<file path="src/rtl/alu_mul_seq_if.sv">
// Control-unit/ALU bus of the shift-and-add multiply sequencer.
// master: control unit + ALU side; slave: the sequencer itself.
interface alu_mul_seq_if #(
  parameter int WRD_SIZE  = 8,
  parameter int SEL_WIDTH = 3
);
  logic                 start;
  logic [WRD_SIZE-1:0]  op_a;
  logic [WRD_SIZE-1:0]  op_b;
  logic                 busy;
  logic                 done;
  logic [WRD_SIZE-1:0]  result;
  logic [SEL_WIDTH-1:0] alu_sel;
  logic [WRD_SIZE-1:0]  alu_in1;
  logic [WRD_SIZE-1:0]  alu_in2;
  logic [WRD_SIZE-1:0]  alu_out;
  logic                 alu_zero_flg;

  modport master (
    output start, op_a, op_b, alu_out, alu_zero_flg,
    input  busy, done, result, alu_sel, alu_in1, alu_in2
  );

  modport slave (
    input  start, op_a, op_b, alu_out, alu_zero_flg,
    output busy, done, result, alu_sel, alu_in1, alu_in2
  );
endinterface

</file>
<file path="src/rtl/alu_mul_seq.sv">
// Sequencer driving the shared ALU to form an unsigned WRD_SIZE x WRD_SIZE
// product (mod 2^WRD_SIZE) by shift-and-add. Optional: ALU_MUL_EARLY_EXIT_EN.
module alu_mul_seq #(
  parameter int WRD_SIZE  = 8,
  parameter int SEL_WIDTH = 3
) (
  input logic          clk,
  input logic          rst,
  alu_mul_seq_if.slave bus
);

  localparam int ITER_W = (WRD_SIZE > 1) ? $clog2(WRD_SIZE) : 1;
  localparam logic [ITER_W-1:0] LAST_ITER = ITER_W'(WRD_SIZE - 1);

  localparam logic [SEL_WIDTH-1:0] SEL_NOP = SEL_WIDTH'(0);
  localparam logic [SEL_WIDTH-1:0] SEL_ADD = SEL_WIDTH'(1);
  localparam logic [SEL_WIDTH-1:0] SEL_SLT = SEL_WIDTH'(5);
  localparam logic [SEL_WIDTH-1:0] SEL_SRT = SEL_WIDTH'(6);

  typedef enum logic [2:0] {
    S_IDLE,
    S_ACC,
    S_SHL,
    S_SHR,
    S_DONE
  } state_t;

  state_t              state;
  logic [WRD_SIZE-1:0] acc;
  logic [WRD_SIZE-1:0] a;
  logic [WRD_SIZE-1:0] b;
  logic [ITER_W-1:0]   iter;
  logic                busy_q;
  logic                done_q;
  logic [WRD_SIZE-1:0] result_q;
  logic                shr_exit;

`ifdef ALU_MUL_EARLY_EXIT_EN
  // A zero shifted multiplier means no further partial products remain.
  assign shr_exit = (iter == LAST_ITER) || bus.alu_zero_flg;
`else
  logic unused_zero_flg;
  assign unused_zero_flg = bus.alu_zero_flg;
  assign shr_exit        = (iter == LAST_ITER);
`endif

  assign bus.busy   = busy_q;
  assign bus.done   = done_q;
  assign bus.result = result_q;

  // ALU drive; each ALU result is consumed on the edge that ends the state.
  always_comb begin
    // NOTE: every output gets a default first so no path leaves one unassigned (no latch).
    bus.alu_sel = SEL_NOP;
    bus.alu_in1 = '0;
    bus.alu_in2 = '0;
    case (state)
      S_ACC: begin
        if (b[0]) begin
          bus.alu_sel = SEL_ADD;
          bus.alu_in1 = acc;
          bus.alu_in2 = a;
        end
      end
      S_SHL: begin
        bus.alu_sel = SEL_SLT;
        bus.alu_in1 = a;
        bus.alu_in2 = WRD_SIZE'(1);
      end
      S_SHR: begin
        bus.alu_sel = SEL_SRT;
        bus.alu_in1 = b;
        bus.alu_in2 = WRD_SIZE'(1);
      end
      default: ;
    endcase
  end

  always_ff @(posedge clk) begin
    if (rst) begin
      state    <= S_IDLE;
      acc      <= '0;
      a        <= '0;
      b        <= '0;
      iter     <= '0;
      busy_q   <= 1'b0;
      done_q   <= 1'b0;
      result_q <= '0;
    end else begin
      // NOTE: non-blocking so every register samples pre-edge values of the others.
      done_q <= 1'b0;
      case (state)
        S_IDLE: begin
          if (bus.start) begin
            a      <= bus.op_a;
            b      <= bus.op_b;
            acc    <= '0;
            iter   <= '0;
            busy_q <= 1'b1;
            state  <= S_ACC;
          end
        end
        S_ACC: begin
          if (b[0]) acc <= bus.alu_out;
          state <= S_SHL;
        end
        S_SHL: begin
          a     <= bus.alu_out;
          state <= S_SHR;
        end
        S_SHR: begin
          b    <= bus.alu_out;
          iter <= iter + 1'b1;
          if (shr_exit) begin
            // acc is final here, so result is already valid in the DONE cycle.
            result_q <= acc;
            done_q   <= 1'b1;
            state    <= S_DONE;
          end else begin
            state <= S_ACC;
          end
        end
        S_DONE: begin
          busy_q <= 1'b0;
          state  <= S_IDLE;
        end
        default: begin
          busy_q <= 1'b0;
          state  <= S_IDLE;
        end
      endcase
    end
  end

endmodule

</file>
<file path="src/flat_wrapper.sv">
// flat-port wrapper written by rule: the top's interface ports become plain ports
module alu_mul_seq_flat 
#(
  parameter int WRD_SIZE  = 8,
  parameter int SEL_WIDTH = 3
)
  (clk, rst, bus_start, bus_op_a, bus_op_b, bus_alu_out, bus_alu_zero_flg, bus_busy, bus_done, bus_result, bus_alu_sel, bus_alu_in1, bus_alu_in2);
  alu_mul_seq_if #(.WRD_SIZE(WRD_SIZE), .SEL_WIDTH(SEL_WIDTH)) bus_i ();
  input logic clk;
  input logic rst;
  input wire logic [$bits(bus_i.start)-1:0] bus_start;
  input wire logic [$bits(bus_i.op_a)-1:0] bus_op_a;
  input wire logic [$bits(bus_i.op_b)-1:0] bus_op_b;
  input wire logic [$bits(bus_i.alu_out)-1:0] bus_alu_out;
  input wire logic [$bits(bus_i.alu_zero_flg)-1:0] bus_alu_zero_flg;
  output wire logic [$bits(bus_i.busy)-1:0] bus_busy;
  output wire logic [$bits(bus_i.done)-1:0] bus_done;
  output wire logic [$bits(bus_i.result)-1:0] bus_result;
  output wire logic [$bits(bus_i.alu_sel)-1:0] bus_alu_sel;
  output wire logic [$bits(bus_i.alu_in1)-1:0] bus_alu_in1;
  output wire logic [$bits(bus_i.alu_in2)-1:0] bus_alu_in2;
  assign bus_i.start = bus_start;
  assign bus_i.op_a = bus_op_a;
  assign bus_i.op_b = bus_op_b;
  assign bus_i.alu_out = bus_alu_out;
  assign bus_i.alu_zero_flg = bus_alu_zero_flg;
  assign bus_busy = bus_i.busy;
  assign bus_done = bus_i.done;
  assign bus_result = bus_i.result;
  assign bus_alu_sel = bus_i.alu_sel;
  assign bus_alu_in1 = bus_i.alu_in1;
  assign bus_alu_in2 = bus_i.alu_in2;
  alu_mul_seq #(.WRD_SIZE(WRD_SIZE), .SEL_WIDTH(SEL_WIDTH)) u_core (.clk(clk), .rst(rst), .bus(bus_i));
endmodule
</file>
<file path="config.mk">
export PLATFORM = sky130hd
export DESIGN_NAME = alu_mul_seq_flat
export DESIGN_NICKNAME = d
export VERILOG_FILES = /design/src/rtl/alu_mul_seq_if.sv /design/src/rtl/alu_mul_seq.sv /design/src/flat_wrapper.sv
export SDC_FILE = /design/constraint.sdc
export NUM_CORES = 1
export LEC_CHECK = 0
export ABC_AREA = 1
export CORE_MARGIN = 2
export CORE_UTILIZATION = 44
export CTS_BUF_LIST = sky130_fd_sc_hd__clkbuf_8
export DETAILED_ROUTE_END_ITERATION = 8
export MAX_ROUTING_LAYER = met4
export PLACE_DENSITY_LB_ADDON = 0.25
export SLEW_MARGIN = 0
export SYNTH_ARGS = -nofsm -noshare
export SYNTH_HDL_FRONTEND = slang
export SYNTH_SLANG_ARGS = --single-unit
</file>
<file path="constraint.sdc">
create_clock -name clk -period 2.61 [get_ports clk]
set_input_delay 0.522 -clock clk [delete_from_list [all_inputs] [get_ports clk]]
set_output_delay 0.522 -clock clk [all_outputs]
set_load 0.005 [all_outputs]
</file>
==> images/clocks.png <==
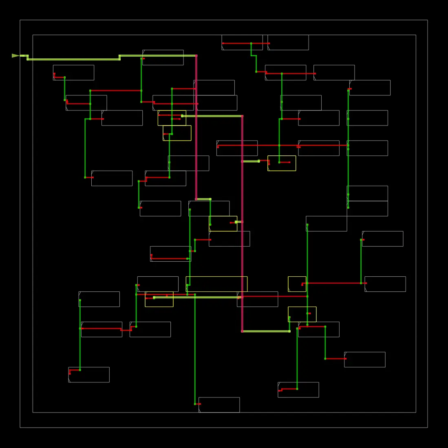
seq_cells: 40
clock buf count: 6

==> summary.txt <==
impl run done, here's what came out: total power 0.00166 W, met3 wire length 250 µm, FF-to-FF End u_core.bus.result[7], Worst Setup Path Type reg2out, Place WS 0.243 ns, Mapped Avg Cell Area 6.40 µm², highest clock rate 399 MHz, Max Fanout on Critical Path 12, min-delay worst type reg2reg, Crit path required time 2.09 ns, crit path launch type flop, max incr delay on CP 0.53 ns, fillcell total 459, Seq. pwr 0.000707 W, met2 Resource Use GR 37.0%, fraction of registers with async set/reset 0%, R2R setup slack 1.11 ns, FF+latch area 801 µm², clk slew on worst S/H paths 0.08 ns, top cells by area dfxtp_1 38%, nand2_1 17%, nor2_1 11%, vias in the first global route 1957, most frequent cells after synthesis 97 x nand2_1, 60 x nor2_1, 40 x dfxtp_1, htree depth 2, routing usage on met3 4.94%, Rows 25, cells after synthesis 331, Setup TNS Final 0 ns, root buffer cell clkbuf_8, Final Setup Violations 0, chip width 73.4 µm, part of the power in the clock network 32.5%, Synth Net Count 361, Buffers excl. clock 67, R2R depth 7, # resized after CTS 1, min Tclk post-route 2.51 ns, Placed Cells 433, initial antenna violation count 0, clk cell area share 4.18%, status finished, final reports clean, GPL Wtd Cong 0.890, Seq pwr share 42.6%, DIE HEIGHT 73.4 µm, share of cells above drive strength 1 7.46%, Via Count 2256, max layer used met4, Psw 0.000494 W, CTS sink cnt 40, MUX share of area 0%, io pins 57, leading area contributor after synthesis dfxtp_1, crit path buf inv count 2, simple share 42.4%, Cell Chain, Critical Path nor2_4, nand3_4, buf_4, o211ai_1, clkdlybuf4s50_1, comb pwr 0.000415 W, switch share 29.8%, DRT Pass-1 Iters 4, Worst slew margin 54.9%, invs w/o clock 31, Worst Tran Pin Value 0.673 ns, count leader, synth nand2_1, design area 0.00290 mm², busiest layer in global routing met2, post-DR vias/cell 5.09, CP max stage cell clkdlybuf4s50_1, Comb power frac 25.0%, Adder Area Share 1.18%, Routed WL 5670 µm, crit path launch u_core.state[2], drt wl/cell 12.8 µm, met1 usage 27.6%, initial DRC count 159, most used flip-flop cell dfxtp_1, power per cell area 573 mW/mm², clock skew 0.00389 ns, maximum VDD drop 0.307 mV, sequential fraction of total cell area 27.6%, RSZ-0062 raised after global routing false, Slew Viols, Final 0, DRT antenna net count 0, Post-Place Cell Area 0.00273 mm², largest net degree at the start of global routing 27, fp_density 45.2%, Area leader share 37.8%, P_clk 0.000539 W, count of tool warnings 27, crit path DAT 1.99 ns, Post-synth regs 40, overflow left after global routing 0, Worst Setup End Kind output pin, Num CTS Buffers 5, Main logic family simple AND/OR/NAND/NOR gates, ys cells 331, Core Box Area 0.00469 mm², Well Taps 54, YS warnings 0, Hold Violations, Final 0, CP delay by family, top buffers and inverters, NonClk Buf Share 23.0%, I/O Buffers 55, DRC 0, YS chip area 0.00212 mm², met1 wire length 2510 µm, Largest Pwr Group sequential cells, Antenna Cells 0, yosys xor share 0%, Detail Placement HPWL 4040 µm, period utilization 96.1%, post-CTS setup buffer count 0, Total Nets Final 418, library cells used by synthesis 21, Comb area 0.00113 mm², CTS tree yes, chip area 0.00539 mm², worst setup path endpoint bus_alu_in1[4], WL met2 2810 µm, FF-to-FF Start u_core.state[2], leak pwr 1.30 nW, Pint 0.00117 W, WHS 0.460 ns, largest cell class by area logic gates, register area share after synthesis 37.8%, Top Layout Cells 97 x nand2_1, 60 x nor2_1, 55 x clkdlybuf4s50_1, Max Cap Viol 0, Layout Area Growth over Synthesis 36.8%, multi-input gates 243, CP Depth 5, ao+oa area frac 8.85%, area of the mapped netlist 0.00212 mm², clk_lat worst skew 0.29 ns
==> images/logic_types.png <==
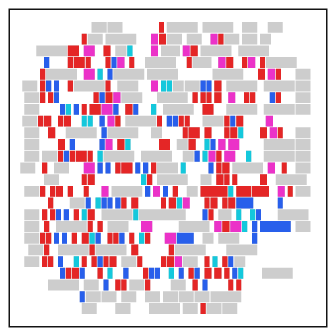
| family | color | cells |
|---|---|---|
| inverters | cyan | 31 |
| NAND gates | red | 145 |
| NOR gates | blue | 63 |
| inverting AOI/OAI gates | magenta | 33 |
logic share of the area: 38.9%
post-route insts no fill: 443

worst min path at each step:
stage                      endpoint            startpoint  slack [ns]  depth (start not counted)
5_1_grt        u_core.bus.result[3]  u_core.bus.result[3]        0.48                          2
3_5_place_dp        u_core.bus.busy       u_core.bus.busy        0.45                          2
6_report       u_core.bus.result[6]  u_core.bus.result[6]        0.46                          2
3_3_place_gp         u_core.iter[0]        u_core.iter[0]        0.45                          1
4_1_cts             u_core.bus.busy       u_core.bus.busy        0.46                          2
2_1_floorplan        u_core.iter[0]        u_core.iter[0]        0.43                          1
state kept, by name (all words and copies together), names as in the netlist:
name and cells:
u_core.b 8, u_core.bus.busy 1, u_core.acc 8, u_core.a 8, u_core.iter 3, u_core.bus.done 1
u_core.bus.result 8, u_core.state 3
Power and IR drop assume default switching activity.
